==> config.mk <==
export PLATFORM = sky130hd
export DESIGN_NAME = r_format_exec_unit
export DESIGN_NICKNAME = d
export VERILOG_FILES = /design/src/rtl/r_format_pkg.sv /design/src/rtl/and32.sv /design/src/rtl/or32.sv /design/src/rtl/r_shift_step.sv /design/src/rtl/r_format_exec_unit.sv
export SDC_FILE = /design/constraint.sdc
export NUM_CORES = 1
export LEC_CHECK = 0
export CORE_ASPECT_RATIO = 1.2
export CORE_MARGIN = 2
export CORE_UTILIZATION = 52
export DETAILED_ROUTE_END_ITERATION = 10
export PLACE_DENSITY = 0.79
export SYNTH_ARGS = -nofsm -noshare
export SYNTH_HDL_FRONTEND = slang
export SYNTH_SLANG_ARGS = --single-unit
==> constraint.sdc <==
create_clock -name clk -period 6 [get_ports clk]
set_input_delay 0.6 -clock clk [delete_from_list [all_inputs] [get_ports clk]]
set_output_delay 0.6 -clock clk [all_outputs]
set_load 0.005 [all_outputs]
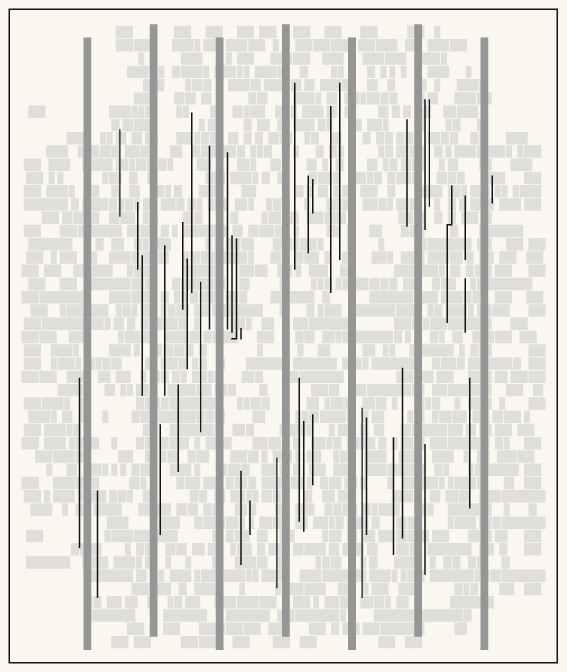
Figure 1: M4 wires.
Supply wires on this layer in grey. Cells faint in the background.
The layer carries 966 um of wire. The wires run mostly vertical. The longest straight run is 38.8 um. 38 nets have wire on it.
total number of vias: 8374
Post-Route WL: 25.00 mm

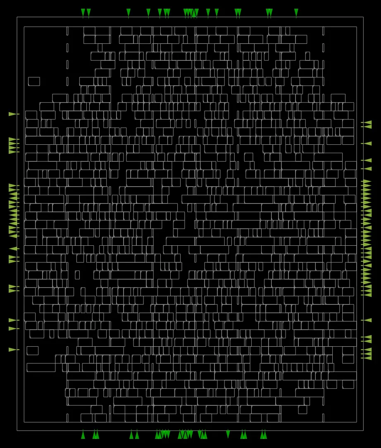
Figure 2: cell outlines without signal wires.
seq_cells: 42
final core occ: 61.87%
Non-Filler Instances: 1254

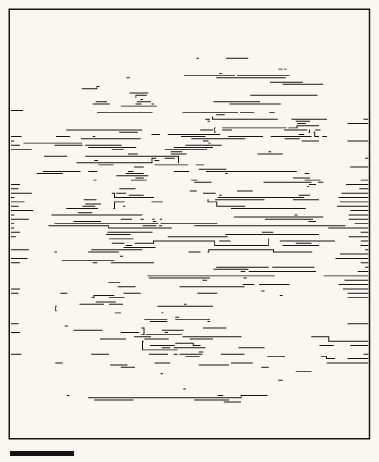
Figure 3: met3 routing.
Bar = 20 um.
The longest straight run is 47.6 um. The layer carries 2290 um of wire. The wires run mostly horizontal.
met3 Usage GRT: 4.595%

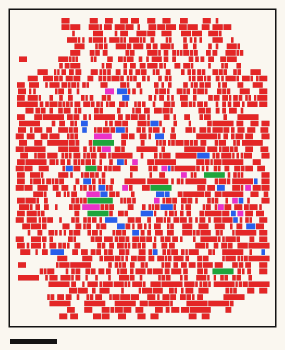
Figure 4: cell sizes after repair.
Bar = 20 um.
Key: green = x6 and larger [cells 7, share 0.65%]; red = x1 and smaller [cells 1032, share 95%]; blue = x2 [cells 30, share 2.8%]; magenta = x3 and x4 [cells 14, share 1.3%]
Area Growth Syn to Fin: 16.73%
fin area: 8513 sq um

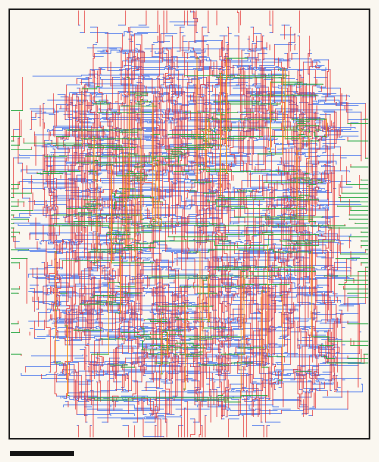
Figure 5: wiring by layer.
Bar = 20 um.
Key: red = M2 [wire length 11500 um]; blue = M1 [wire length 10200 um]; green = M3 [wire length 2290 um]; orange = M4 [wire length 966 um]
Routed WL per cell: 19.93 um
Global Route Usage Sum: 32.14%

==> impl_metrics.csv <==
group,metric,value,unit
timing,rsz0062_at_grt,"false",
synth,synthFlopType,"dfrtp_1",
synth,floorplan.nets,1204,
timing,worst_pin_slew,1.198,ns
setup_path,cp_cell_sequence,"clkdlybuf4s50_1 -> inv_1 -> ha_1 -> a21o_1 -> and4_1 -> o21ai_1 -> nand4_1 -> a21boi_0 -> o21bai_1 -> a222oi_1 -> mux2_2 -> nor3_1",
cells_and_area,logic_area,5585,sq um
drt,vias_per_cell,6.678,
setup_path,cp.required,6.22,ns
clock_network,ctsHoldBuffers,0,
cells_and_area,logic_gates,819,
synth,synth_flops,42,
setup_path,critPathKind,"primary input to flop",
setup_path,critPathCaptureType,"flop",
floorplanning,rows,47,
power,p_sw_share,43.16,%
clock_network,clock-sinks,42,
power,sequentialPowerShare,29.1,%
setup_path,regToRegSetupSlack,2.96,ns
synth,synth.cell_area,7293,sq um
timing,setup_violations,0,
timing,tns,0,ns
setup_path,crit_arrival,4.07,ns
setup_path,path_buffers,2,
clock_network,cts_setup_buffers,0,
synth,ys_area,7293,sq um
job,cap_violations,0,
grt,overflow,0,
cells_and_area,num_antenna_cells,0,
job,warnings,91,
outcome,status,"finished, final reports clean",
power,internal-power,1.113,mW
synth,edf_count,0,
grt,grt_pass1_vias,7660,
timing,slew_viol_final,0,
timing,finalClockSkew,0.006631,ns
floorplanning,fp.dieH,133.7,um
clock_network,cts_max_level,2,
floorplanning,coreArea,13760,sq um
cells_and_area,largest_class,"multi-input combinational cells",
drt,postRouteAntennaNets,0,
drt,drcViolationCount,0,
setup_path,crit_fanout,6,
setup_path,cp.depth,12,
synth,common_cells,"a21oi_1 (116), nor2_1 (113), inv_1 (99)",
cells_and_area,comb_area_share,65.61,%
power by group through the flow:
stage               sequential, mW  combinational (mW)  clock, mW
detailed placement           0.566                1.04          0
CTS                          0.562                1.04      0.333
global placement             0.563                1.02          0
floorplan                    0.517               0.605          0
finish                       0.570                1.06      0.331
global route                 0.582                1.15      0.340
worst min-delay path: cells and delay by family, from the launching register on:
family,cells,cell delay (ns)
compound gates,1,0.06
flops,1,0.34
simple gates,1,0.05
kinds of logic after synthesis:
group / after synthesis / share of synthesized area [%]
muxes: 7 / 0.9950
AOI/OAI and AO/OA: 401 / 36.39
buffers and inverters: 171 / 9.212
DFF: 42 / 14.41
and+or+nand+nor: 286 / 18.63
xor gates and xnor gates: 25 / 3.002
adders and majority gates: 100 / 17.36
through the flow:
step                      hold slack [ns]  power, mW  instances  setup WS [ns]
after floorplan                    0.3044      1.123       1032          2.875
after global placement             0.4719      1.583       1247          1.935
after detailed placement           0.4739      1.602       1247          1.959
after CTS                          0.4877      1.939       1254          2.241
after global routing               0.5460      2.074       1254          1.953
final                              0.4817      1.958       1254          2.148
cell usage in the layout (no fill, tap or decap), drive strengths merged, types with 5 or more instances in the layout:
master / n
a21oi: 119
nor2: 113
clkdlybuf4s50: 104
inv: 100
ha: 98
o21ai: 62
nand2: 57
o22ai: 49
dfrtp: 42
nor3: 27
nand3: 26
o211ai: 26
xnor2: 20
a31oi: 18
a211oi: 15
a222oi: 12
nand2b: 11
a21o: 11
a221oi: 11
buf: 11
o21bai: 10
a22oi: 10
o31ai: 10
nor2b: 9
nand4: 8
nor4: 7
or3: 6
clkbuf: 6
or2: 6
and3: 5
xor2: 5
mux2i: 5
Power and IR drop assume default switching activity.
